==> src/rtl/mem_arb_pkg.sv <==
// Shared types and constants for the two-port memory arbiter.
package mem_arb_pkg;

    typedef enum logic [1:0] {
        IDLE  = 2'd0,
        ISSUE = 2'd1,
        WAIT  = 2'd2,
        RESP  = 2'd3
    } state_t;

    localparam logic PORT_CPU = 1'b0;
    localparam logic PORT_DBG = 1'b1;

    localparam int unsigned MEM_LAT_MIN  = 1;
    localparam int unsigned MEM_LAT_MAX  = 4;
    localparam int unsigned MAX_HOLD_MIN = 1;
    localparam int unsigned MAX_HOLD_MAX = 15;

endpackage

==> src/rtl/arb_pick.sv <==
// Combinational two-way pick: one-hot grant from a request pair and a tie-break pointer.
module arb_pick (
    input  logic [1:0] req,
    input  logic       ptr,
    output logic [1:0] gnt
);

    always_comb begin
        gnt = req;
        if (req == 2'b11) begin
            gnt = ptr ? 2'b10 : 2'b01;
        end
    end

endmodule

==> src/rtl/mem_arbiter.sv <==
// Two-requester (CPU / debug) arbiter in front of a single fixed-latency memory.
// Define MEM_ARB_RR_EN for round-robin tie-break in IDLE; otherwise port 0 has fixed priority.
module mem_arbiter
    import mem_arb_pkg::*;
#(
    parameter int unsigned DATA_W   = 32,
    parameter int unsigned ADDR_W   = 32,
    parameter int unsigned MEM_LAT  = 1,
    parameter int unsigned MAX_HOLD = 4
) (
    input  logic              clk_i,
    input  logic              rst_i,
    input  logic              req0_i,
    input  logic              we0_i,
    input  logic [ADDR_W-1:0] addr0_i,
    input  logic [DATA_W-1:0] wdata0_i,
    input  logic              req1_i,
    input  logic              we1_i,
    input  logic [ADDR_W-1:0] addr1_i,
    input  logic [DATA_W-1:0] wdata1_i,
    output logic              gnt0_o,
    output logic              ack0_o,
    output logic [DATA_W-1:0] rdata0_o,
    output logic              gnt1_o,
    output logic              ack1_o,
    output logic [DATA_W-1:0] rdata1_o,
    output logic              mem_en_o,
    output logic              mem_we_o,
    output logic [ADDR_W-1:0] mem_addr_o,
    output logic [DATA_W-1:0] mem_wdata_o,
    input  logic [DATA_W-1:0] mem_rdata_i
);

    if (MEM_LAT < MEM_LAT_MIN || MEM_LAT > MEM_LAT_MAX) begin : g_bad_mem_lat
        $error("mem_arbiter: MEM_LAT out of range");
    end
    if (MAX_HOLD < MAX_HOLD_MIN || MAX_HOLD > MAX_HOLD_MAX) begin : g_bad_max_hold
        $error("mem_arbiter: MAX_HOLD out of range");
    end

    localparam logic [1:0]        LAT_LOAD   = 2'(MEM_LAT - 1);
    localparam logic [3:0]        HOLD_LIMIT = 4'(MAX_HOLD);
    localparam logic [ADDR_W-1:0] ALIGN_MASK = ~ADDR_W'(3);

    state_t      state;
    logic        owner;
    logic        we_q;
    logic [1:0]  wait_cnt;
    logic [3:0]  hold_cnt;
    logic        rr_ptr;
    logic [1:0]  pick_gnt;

    logic              same_req;
    logic              other_req;
    logic              stay;
    logic              swap;
    logic              next_owner;
    logic              sel_we;
    logic [ADDR_W-1:0] sel_addr;
    logic [DATA_W-1:0] sel_wdata;

`ifndef MEM_ARB_RR_EN
    assign rr_ptr = PORT_CPU;
`endif

    arb_pick u_pick (
        .req (({req1_i, req0_i})),
        .ptr (rr_ptr),
        .gnt (pick_gnt)
    );

    // Holder keeps the bus while under its quota, or indefinitely if the other side is idle.
    always_comb begin
        same_req   = owner ? req1_i : req0_i;
        other_req  = owner ? req0_i : req1_i;
        stay       = same_req && ((hold_cnt < HOLD_LIMIT) || !other_req);
        swap       = !stay && other_req;
        next_owner = owner;
        if (state == IDLE) begin
            next_owner = pick_gnt[1];
        end else if (!stay) begin
            next_owner = ~owner;
        end
        sel_we    = next_owner ? we1_i    : we0_i;
        sel_addr  = next_owner ? addr1_i  : addr0_i;
        sel_wdata = next_owner ? wdata1_i : wdata0_i;
    end

    always_ff @(posedge clk_i or negedge rst_i) begin
        if (!rst_i) begin
            state       <= IDLE;
            owner       <= PORT_CPU;
            we_q        <= 1'b0;
            wait_cnt    <= '0;
            hold_cnt    <= '0;
            gnt0_o      <= 1'b0;
            gnt1_o      <= 1'b0;
            ack0_o      <= 1'b0;
            ack1_o      <= 1'b0;
            rdata0_o    <= '0;
            rdata1_o    <= '0;
            mem_en_o    <= 1'b0;
            mem_we_o    <= 1'b0;
            mem_addr_o  <= '0;
            mem_wdata_o <= '0;
`ifdef MEM_ARB_RR_EN
            rr_ptr      <= PORT_CPU;
`endif
        end else begin
            ack0_o <= 1'b0;
            ack1_o <= 1'b0;
            case (state)
                IDLE: begin
                    if (req0_i || req1_i) begin
                        state       <= ISSUE;
                        owner       <= next_owner;
                        gnt0_o      <= pick_gnt[0];
                        gnt1_o      <= pick_gnt[1];
                        we_q        <= sel_we;
                        mem_en_o    <= 1'b1;
                        mem_we_o    <= sel_we;
                        mem_addr_o  <= sel_addr & ALIGN_MASK;
                        mem_wdata_o <= sel_wdata;
                        hold_cnt    <= 4'd1;
`ifdef MEM_ARB_RR_EN
                        rr_ptr      <= pick_gnt[0];
`endif
                    end
                end
                ISSUE: begin
                    state    <= WAIT;
                    mem_en_o <= 1'b0;
                    mem_we_o <= 1'b0;
                    wait_cnt <= LAT_LOAD;
                end
                WAIT: begin
                    if (wait_cnt == 2'd0) begin
                        state  <= RESP;
                        ack0_o <= ~owner;
                        ack1_o <= owner;
                        if (!we_q) begin
                            if (owner) rdata1_o <= mem_rdata_i;
                            else       rdata0_o <= mem_rdata_i;
                        end
                    end else begin
                        wait_cnt <= wait_cnt - 2'd1;
                    end
                end
                RESP: begin
                    if (stay || swap) begin
                        state       <= ISSUE;
                        owner       <= next_owner;
                        gnt0_o      <= ~next_owner;
                        gnt1_o      <= next_owner;
                        we_q        <= sel_we;
                        mem_en_o    <= 1'b1;
                        mem_we_o    <= sel_we;
                        mem_addr_o  <= sel_addr & ALIGN_MASK;
                        mem_wdata_o <= sel_wdata;
                        if (swap) begin
                            hold_cnt <= 4'd1;
                        end else if (hold_cnt != 4'hF) begin
                            hold_cnt <= hold_cnt + 4'd1;
                        end
                    end else begin
                        state    <= IDLE;
                        gnt0_o   <= 1'b0;
                        gnt1_o   <= 1'b0;
                        hold_cnt <= '0;
                    end
                end
                default: state <= IDLE;
            endcase
        end
    end

endmodule

==> config.mk <==
export PLATFORM = sky130hd
export DESIGN_NAME = mem_arbiter
export DESIGN_NICKNAME = d
export VERILOG_FILES = /design/src/rtl/mem_arb_pkg.sv /design/src/rtl/arb_pick.sv /design/src/rtl/mem_arbiter.sv
export SDC_FILE = /design/constraint.sdc
export NUM_CORES = 1
export LEC_CHECK = 0
export CORE_MARGIN = 4
export CORE_UTILIZATION = 38
export CTS_BUF_LIST = sky130_fd_sc_hd__clkbuf_4 sky130_fd_sc_hd__clkbuf_8
export DETAILED_ROUTE_END_ITERATION = 7
export GPL_TIMING_DRIVEN = 0
export PLACE_DENSITY = 0.86
export SYNTH_ARGS = -nofsm -noshare
export SYNTH_HDL_FRONTEND = slang
export SYNTH_SLANG_ARGS = --single-unit
==> constraint.sdc <==
create_clock -name clk_i -period 2 [get_ports clk_i]
set_input_delay 0.4 -clock clk_i [delete_from_list [all_inputs] [get_ports clk_i]]
set_output_delay 0.4 -clock clk_i [all_outputs]
set_load 0.05 [all_outputs]
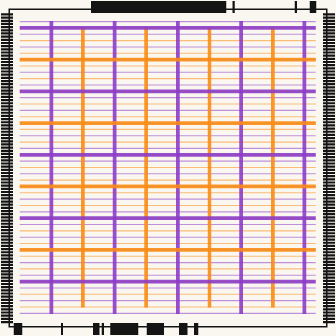
Run 1: PDN straps and rails
Pins as bars on the die edge.
[orange] VDD
[purple] VSS
signal pins: 300
met4 straps: 9
rows: 46

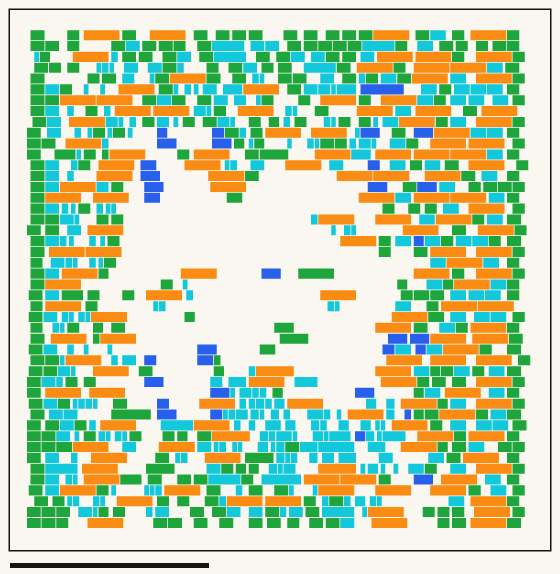
Run 1: placement by cell class
Bar = 50 um.
[cyan] all other logic | cells: 329 | share of their area: 27%
[orange] flops | cells: 142 | share of their area: 37%
[blue] clock drivers and dummy loads | cells: 32 | share of their area: 4.0%
[green] other buffers and delay cells | cells: 331 | share of their area: 33%

==> impl_metrics.yaml, run 1 <==
# yosys + openroad results
final_timing:
  rsz0062_at_grt: "yes"
  slew_violations: 0
setup_path:
  critPathMaxFanout: 10
  worstSetupPathType: "flip-flop to flip-flop"
  critical-path-slowest-cell: "dfrtp_2"
die:
  die_h_um: 135.5
  fp.dieW_um: 135.5
  core_area_mm2: 0.01589
  rows: 46
status:
  status: "finished clean"
synth:
  top_cell: "dfrtp_1"
  ys_sh_xor: 0
  synth_cell_types: 38
  netlist_area_mm2: 0.006180
  top_logic_kind: "multiplexers"
  mux_share: 0.2239
  top_cells_by_area: "dfrtp_1 58%, mux2_2 12%, mux2i_1 10%, a21oi_1 4.9%, nor2_1 4.1%"
  top_area_frac: 0.5750
  synth_cells: 500
placement:
  port_buffers: 293
global_route:
  grt.overflow.total: 0
  grt_pass1_vias: 5342
  antenna_found_initial: 1
min_path:
  hold_path_class: "input pin to asynchronous set/reset pin"
pwr:
  p_int_mw: 9.528
  pwr-share-seq: 0.255
flow_run:
  maxCapViolCount: 0
finish:
  layout-drive-gt1-share: 0.2014
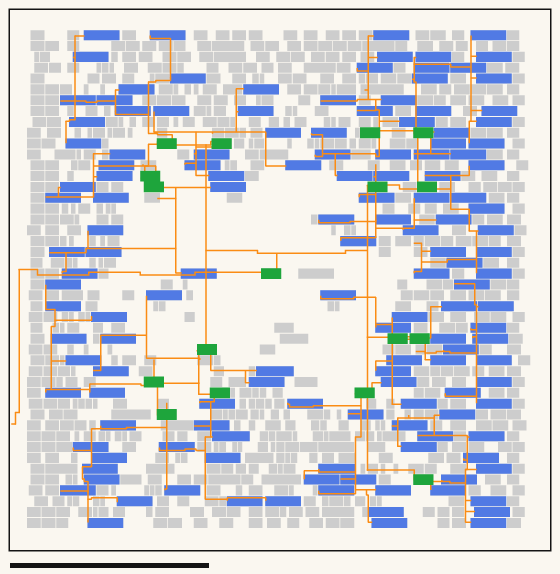
Run 1: routed clock nets over the placement
Bar = 50 um.
[orange] clock wires | length: 1720 um
[green] cells driving clock nets | count: 17
[blue] flip-flops | count: 142
flops lie: widely spread
routed clock nets: 18
Clk network pwr share: 0.112
Setup Skew: 8.222 ps
Clock net power: 2.24 mW
Late-Pin Clk Latency: 430 ps

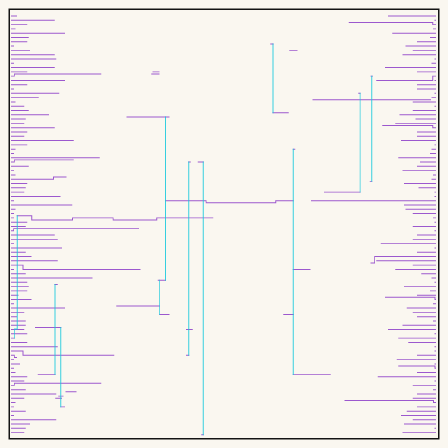
Run 1: wiring by layer
Only two layers are drawn.
[purple] met3 | wire length: 1760 um
[cyan] met4 | wire length: 461 um
Routed WL per cell: 18.53 um
Tot GR Track Use: 0.2106
Via Count: 5071
total wire length: 19480 um

-- run 1: critical path, delay by kind of cell, from the launching register on --
family	cells	cell delay, ps
flip-flops	1	440
buffers and inverters	3	420
multiplexers	1	360
AND/OR/NAND/NOR	2	340
adder cells (fa/ha/maj)	1	240
-- run 1: flip-flops by register name (all words and copies together) (netlist names), 2 cells and up --
name and count:
state 2, rdata0_o 32, rdata1_o 32, wait_cnt 2, hold_cnt 4, mem_wdata_o 32
mem_addr_o 30
-- run 1: worst paths after layout --
kind                                                    to  slack [ps]            startpoint
worst max-delay path              rdata0_o[11]$_DFFE_PN0P_          70  state[0]$_DFFE_PN0P_
worst min-delay path            mem_addr_o[23]$_DFFE_PN0P_         480                 rst_i
worst max register to register    rdata0_o[11]$_DFFE_PN0P_          70  state[0]$_DFFE_PN0P_
worst min register to register        mem_we_o$_DFFE_PN0P_         490  mem_we_o$_DFFE_PN0P_
max in group asynchronous         rdata1_o[15]$_DFFE_PN0P_         700                 rst_i
min in group clk_i                    mem_we_o$_DFFE_PN0P_         490  mem_we_o$_DFFE_PN0P_
-- run 1: routing by layer --
metal,vias up,global-route usage
met5,-,0
met4,0,0.07335
met3,27,0.07578
met2,237,0.3609
met1,2406,0.2447
li1,2401,-
-- run 1: timing repair --
item / 4_1_cts / 5_1_grt
buffers inserted: 2 / 4
cloned: 1 / 1
hold buffers: 1 / 0
gates resized: 180 / 27
pin swaps: 1 / 2
setup endpoints to repair: 257 / 90
hold endpoints to repair: 57 / 0
-- run 1: through the flow --
stage	power, mW	util
2_1_floorplan	13.63	-
3_3_place_gp	17.92	0.5909
3_5_place_dp	18.18	0.5927
4_1_cts	19.98	0.6193
5_1_grt	21.16	0.6288
6_report	20.00	0.6288
-- run 1: power groups by stage --
| stage | registers [mW] | logic (mW) | clock network, mW |
|---|---|---|---|
| 6_report | 5.10 | 12.7 | 2.24 |
| 5_1_grt | 5.29 | 13.4 | 2.45 |
| 4_1_cts | 5.11 | 12.5 | 2.33 |
| 3_5_place_dp | 5.21 | 13.0 | 0 |
| 2_1_floorplan | 9.79 | 3.85 | 0 |
| 3_3_place_gp | 5.14 | 12.8 | 0 |
-- run 1: cells in the final DEF (no fill, tap or decap), types with 3 or more instances in the layout --
master,count
inv_6,5
nand2_1,7
dfrtp_1,139
o21ai_0,9
clkdlybuf4s50_1,160
ha_1,4
a21oi_1,60
clkbuf_4,3
buf_12,4
mux2i_2,3
dlygate4sd2_1,132
nor2_1,67
inv_1,5
mux2_2,65
dfrtp_2,3
a21oi_2,10
and3_1,4
inv_8,3
clkinvlp_4,4
nor2b_1,3
buf_8,3
clkbuf_8,18
nand2b_1,3
buf_6,5
mux2i_4,8
buf_4,17
mux2i_1,53
-- run 1: cell type report --
cell class / instances / area [um^2]
Fill cell: 1306 / 5897
Buffer: 28 / 296.5
Clock inverter: 15 / 151.4
Clock buffer: 17 / 234.0
Multi-Input combinational cell: 322 / 2566
Sequential cell: 142 / 3557
Inverter: 7 / 26.28
Antenna cell: 1 / 2.502
Timing Repair Buffer: 303 / 2884
Tap cell: 216 / 270.3
Run 1, clock routing:
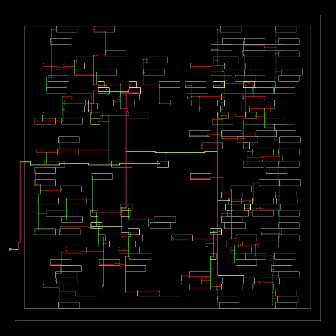

==> run 1 -> run 2 <==
--- a/config.mk
+++ b/config.mk
@@ -5,11 +5,9 @@
 export SDC_FILE = /design/constraint.sdc
 export NUM_CORES = 1
 export LEC_CHECK = 0
-export CORE_MARGIN = 4
 export CORE_UTILIZATION = 38
 export CTS_BUF_LIST = sky130_fd_sc_hd__clkbuf_4 sky130_fd_sc_hd__clkbuf_8
 export DETAILED_ROUTE_END_ITERATION = 7
-export GPL_TIMING_DRIVEN = 0
 export PLACE_DENSITY = 0.86
 export SYNTH_ARGS = -nofsm -noshare
 export SYNTH_HDL_FRONTEND = slang
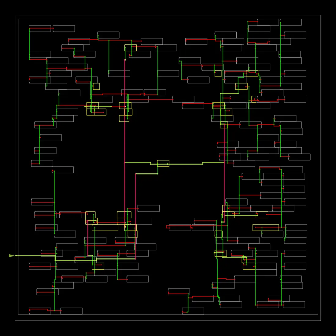
Run 2: clock routing
Setup Skew: 10.59 ps
CTS Buf Count: 17
CTS Sinks: 142
Clock Buffer Count: 17

==> run 2 against run 1 <==
Via count stayed put. Clock skew is 2.4 ps higher. Clock power is 7% higher. Critical path depth is 1 lower. Maximum frequency is 0.45% higher. Sequential cell count stayed put. Power is 1.9% higher. First-iteration DRC count is 1.7% lower. Combinational power hardly changed. Worst setup slack better by 8.7 ps. Largest cell class unchanged.
==> impl_metrics.yaml, run 2 <==
# yosys + openroad results
synth:
  netlist_area_mm2: 0.006180
  async_reset_ff_frac: 1.000
  top_cells_by_area: "dfrtp_1 58%, mux2_2 12%, mux2i_1 10%, a21oi_1 4.9%, nor2_1 4.1%"
  synth_cells: 500
  top_cell: "dfrtp_1"
  synth_cell_types: 38
  top_area_frac: 0.5750
finish:
  top_regs: "mem_wdata_o: 32 flops, rdata0_o: 32 flops, rdata1_o: 32 flops"
  final_core_util: 0.6272
  lay_top_count: "clkdlybuf4s50_1"
  logic_area_mm2: 0.002435
  final_cell_mix: "160 x clkdlybuf4s50_1, 141 x dfrtp_1, 118 x dlygate4sd2_1"
  antenna_cells: 0
  flop_area_mm2: 0.003555
  nFillCells: 1308
pwr:
  power_mw: 20.37
  irDropWorstVdd_v: 0.0008861
setup_path:
  critical-path-slowest-cell: "dfrtp_1"
  critPathMaxFanout: 14
  worstSetupPathType: "flip-flop to flip-flop"
  start_kind: "flip-flop"
  timing.rr.end: "mem_wdata_o[22]$_DFFE_PN0P_"
  timing.rr.start: "hold_cnt[2]$_DFFE_PN0P_"
  reg2reg_slack_ps: 80
placement:
  port_buffers: 293
  place_inst: 1009
routing:
  wl_per_cell_um: 16.62
  vias: 5071
  wirelength_um: 17470
die:
  rows: 46
  core_area_mm2: 0.01589
  fp.dieW_um: 129.5
  die_h_um: 129.5
global_route:
  grt.overflow.total: 0
  grt_util_met2: 0.3482
  antenna_found_initial: 0
  grt.total_usage: 0.2029
  grtUsageMet1: 0.2264
  met3_usage: 0.08382
  grt-busiest-layer: "met2"
final_timing:
  finalSetupViolations: 0
  setup_tns_ps: 0
min_path:
  hold_path_class: "input pin to asynchronous set/reset pin"
status:
  status: "finished clean"
flow_run:
  maxCapViolCount: 0
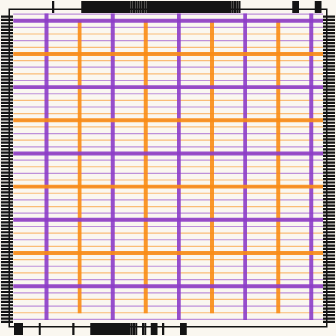
Run 2: PDN straps and rails
Pins as bars on the die edge.
[orange] VDD
[purple] VSS
signal pins: 300
met1 rails: 47
met4 straps: 9
rows: 46
met5 straps: 9

run 2: worst max-delay path by stage:
stage,depth (start not counted),startpoint,endpoint
5_1_grt,8,state[0]$_DFFE_PN0P_,mem_wdata_o[22]$_DFFE_PN0P_
3_5_place_dp,7,req1_i,mem_wdata_o[10]$_DFFE_PN0P_
6_report,6,hold_cnt[2]$_DFFE_PN0P_,mem_wdata_o[22]$_DFFE_PN0P_
2_1_floorplan,8,state[0]$_DFFE_PN0P_,mem_addr_o[19]$_DFFE_PN0P_
3_3_place_gp,7,req1_i,mem_wdata_o[10]$_DFFE_PN0P_
4_1_cts,7,state[0]$_DFFE_PN0P_,mem_addr_o[28]$_DFFE_PN0P_
run 2: report_power, final:
part           internal [mW]  switching (mW)  total (mW)
Combinational           4.47            8.46        12.9
Sequential              4.35           0.711        5.06
Clock                   1.16            1.24        2.39
Total                   9.97            10.4        20.4
run 2: cell families after synthesis:
logic type,share of synthesized area
other,0.0006068
buffers and inverters,0.03827
muxes,0.2239
AOI/OAI and AO/OA,0.08990
adders and majority gates,0.01215
and+or+nand+nor,0.06013
DFF,0.5750
run 2: layout make-up:
cell class                 instances  share of cell area
clock inverter                    15             0.01796
tap                              216             0.02713
clock buffer                      17             0.02348
timing repair buffer             332              0.3276
sequential                       142              0.3568
multi-input combinational        322              0.2444
inverter                           7            0.002637
run 2: routing by layer:
| metal | part of all wire | up-vias |
|---|---|---|
| li1 | - | 2397 |
| met1 | 0.38 | 2442 |
| met2 | 0.50 | 216 |
| met3 | 0.11 | 16 |
| met4 | 0.013 | 0 |
| met5 | 0 | - |
run 2: timing repair:
action / CTS / global route
pin swaps: 1 / 1
endpoints found under the setup margin: 150 / 65
buffers inserted: 1 / 3
hold buffers: 1 / 0
gates resized: 118 / 7
endpoints found under the hold margin: 35 / 0
gates cloned: 2 / 3
run 2: critical path: cells and delay by family (launching register included):
kind	cells	cell delay, ps
compound gates	2	380
buf+inv	2	370
flops	1	400
mux	1	230
simple gates	1	400
==> run 2 -> run 3 <==
--- a/config.mk
+++ b/config.mk
@@ -7,6 +7,8 @@
 export LEC_CHECK = 0
 export CORE_UTILIZATION = 38
 export CTS_BUF_LIST = sky130_fd_sc_hd__clkbuf_4 sky130_fd_sc_hd__clkbuf_8
+export CTS_CLUSTER_DIAMETER = 120
+export CTS_CLUSTER_SIZE = 28
 export DETAILED_ROUTE_END_ITERATION = 7
 export PLACE_DENSITY = 0.86
 export SYNTH_ARGS = -nofsm -noshare
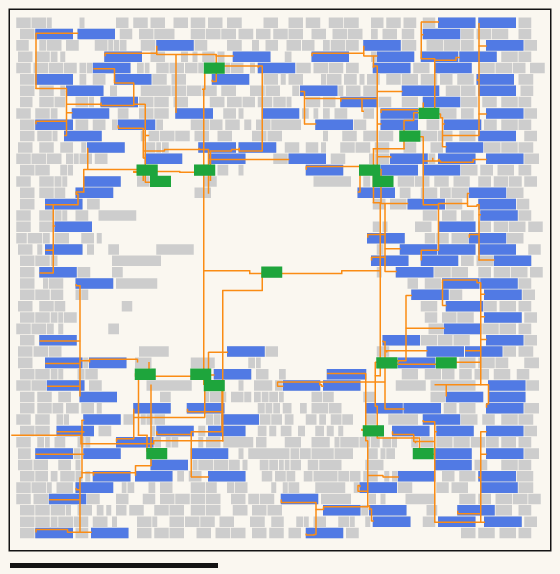
Run 3: routed clock nets over the placement
Bar = 50 um.
Late-Pin Clk Latency: 440 ps
Clock net power: 2.39 mW
Clk network pwr share: 0.117

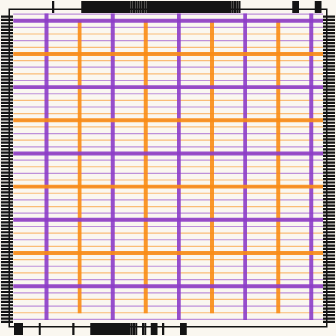
Run 3: PDN straps and rails
Pins as bars on the die edge.
[purple] VSS
[orange] VDD
signal pins: 300
met4 straps: 9
met1 rails: 47
rows: 46
met5 straps: 9
core area: 0.01589 mm^2
height of the die: 129.5 um
Die Width: 129.5 um
Worst VDD drop: 0.0008861 V

==> run 3 against run 2 <==
Sequential power hardly changed. Synthesized area stayed put. Sequential cell count stayed put. Maximum frequency stayed put. Register-to-register slack hardly changed. Die size stayed put. Routed wire length stayed put. Cell count stayed put. Clock power hardly changed. Hold slack stayed put. Critical path type unchanged. Power stayed put. Global-route usage stayed put.
==> impl_metrics.yaml, run 3 <==
# yosys + openroad results
synth:
  ys_sh_simple: 0.06013
  netlist_area_mm2: 0.006180
  synth_cells: 500
  top_area_frac: 0.5750
  async_reset_ff_frac: 1.000
  mux_share: 0.2239
  yosys.area_share.aoi: 0.08990
  ys_sh_xor: 0
  top_cell: "dfrtp_1"
  adder_share: 0.01215
  top_cells_by_area: "dfrtp_1 58%, mux2_2 12%, mux2i_1 10%, a21oi_1 4.9%, nor2_1 4.1%"
  synth_cell_types: 38
status:
  status: "finished clean"
final_timing:
  slew_violations: 0
  finClkSkew_ps: 10.59
  finalSetupViolations: 0
global_route:
  grtUsageMet1: 0.2264
  grt_util_met2: 0.3482
  grt.overflow.total: 0
  met3_usage: 0.08382
  grt-busiest-layer: "met2"
  grt.total_usage: 0.2029
  grt_pass1_vias: 5022
  antenna_found_initial: 0
routing:
  vias: 5071
  wl_per_cell_um: 16.62
  wirelength_um: 17470
finish:
  layout-drive-gt1-share: 0.2012
  antenna_cells: 0
  final_core_util: 0.6272
  final_cell_mix: "160 x clkdlybuf4s50_1, 141 x dfrtp_1, 118 x dlygate4sd2_1"
setup_path:
  critPathMaxFanout: 14
  start_kind: "flip-flop"
  cp-startpoint: "hold_cnt[2]$_DFFE_PN0P_"
  reg2reg_slack_ps: 80
  worstSetupPathType: "flip-flop to flip-flop"
  timing.rr.start: "hold_cnt[2]$_DFFE_PN0P_"
min_path:
  hold_path_class: "input pin to asynchronous set/reset pin"
clock_network:
  cts.sinks: 142
flow_run:
  maxCapViolCount: 0
pwr:
  power_mw: 20.37
-- run 3: area by class of cell --
cell class                      instances  area (um^2)
Multi-Input combinational cell        322         2435
Tap cell                              216        270.3
Timing Repair Buffer                  332         3264
Clock buffer                           17        234.0
Sequential cell                       142         3555
Clock inverter                         15        178.9
Fill cell                            1308         5922
Inverter                                7        26.28
-- run 3: path summary, 6_finish.rpt --
kind,endpoint,cells past startpoint
min in group clk_i,mem_en_o$_DFFE_PN0P_,2
worst max register to register,mem_wdata_o[22]$_DFFE_PN0P_,6
max in group asynchronous,mem_wdata_o[22]$_DFFE_PN0P_,3
worst max-delay path,mem_wdata_o[22]$_DFFE_PN0P_,6
worst min register to register,mem_en_o$_DFFE_PN0P_,2
worst min-delay path,mem_addr_o[21]$_DFFE_PN0P_,2
-- run 3: critical path: stages (launching register included) --
cell and delay [ps]:
dfrtp_1 400, or3_1 400, a32oi_4 280, buf_12 200, buf_12 170, mux2i_1 230, a21oi_1 100
-- run 3: what timing repair did --
| action | in CTS | in global routing |
|---|---|---|
| hold buffers | 1 | 0 |
| gates cloned | 2 | 3 |
| endpoints found under the hold margin | 35 | 0 |
| pin swaps | 1 | 1 |
| endpoints found under the setup margin | 150 | 65 |
| resized | 118 | 7 |
| buffers inserted | 1 | 3 |
-- run 3: logic make-up (layout without fill, tap and decap cells) --
group	after synthesis	in the layout
simple gates	89	89
compound gates	95	95
fa+ha+maj	6	6
flops	142	142
buf+inv	37	371
mux	130	130
other cells	1	2
-- run 3: metrics by stage --
stage               cells  hold WS [ps]  area (um^2)  setup TNS, ps
global route         1051         458.4         9963         -2.901
floorplan             501         104.4         6183              0
global placement     1009         329.5         9508          -2159
CTS                  1045         414.2         9856         -4.090
detailed placement   1009         334.3         9508          -3324
finish               1051         431.1         9963              0
-- run 3: where the power goes --
group / internal [mW] / switching [mW] / total, mW / leakage (nW)
combinational: 4.47 / 8.46 / 12.9 / 2.65
sequential: 4.35 / 0.711 / 5.06 / 1.65
clock: 1.16 / 1.24 / 2.39 / 0.206
-- run 3: metal layers --
layer / vias to the layer above / wire length, um
met5: - / 0
met4: 0 / 222
met3: 16 / 1844
met2: 216 / 8804
met1: 2442 / 6598
li1: 2397 / -
Power is estimated from default activity; no workload was simulated.
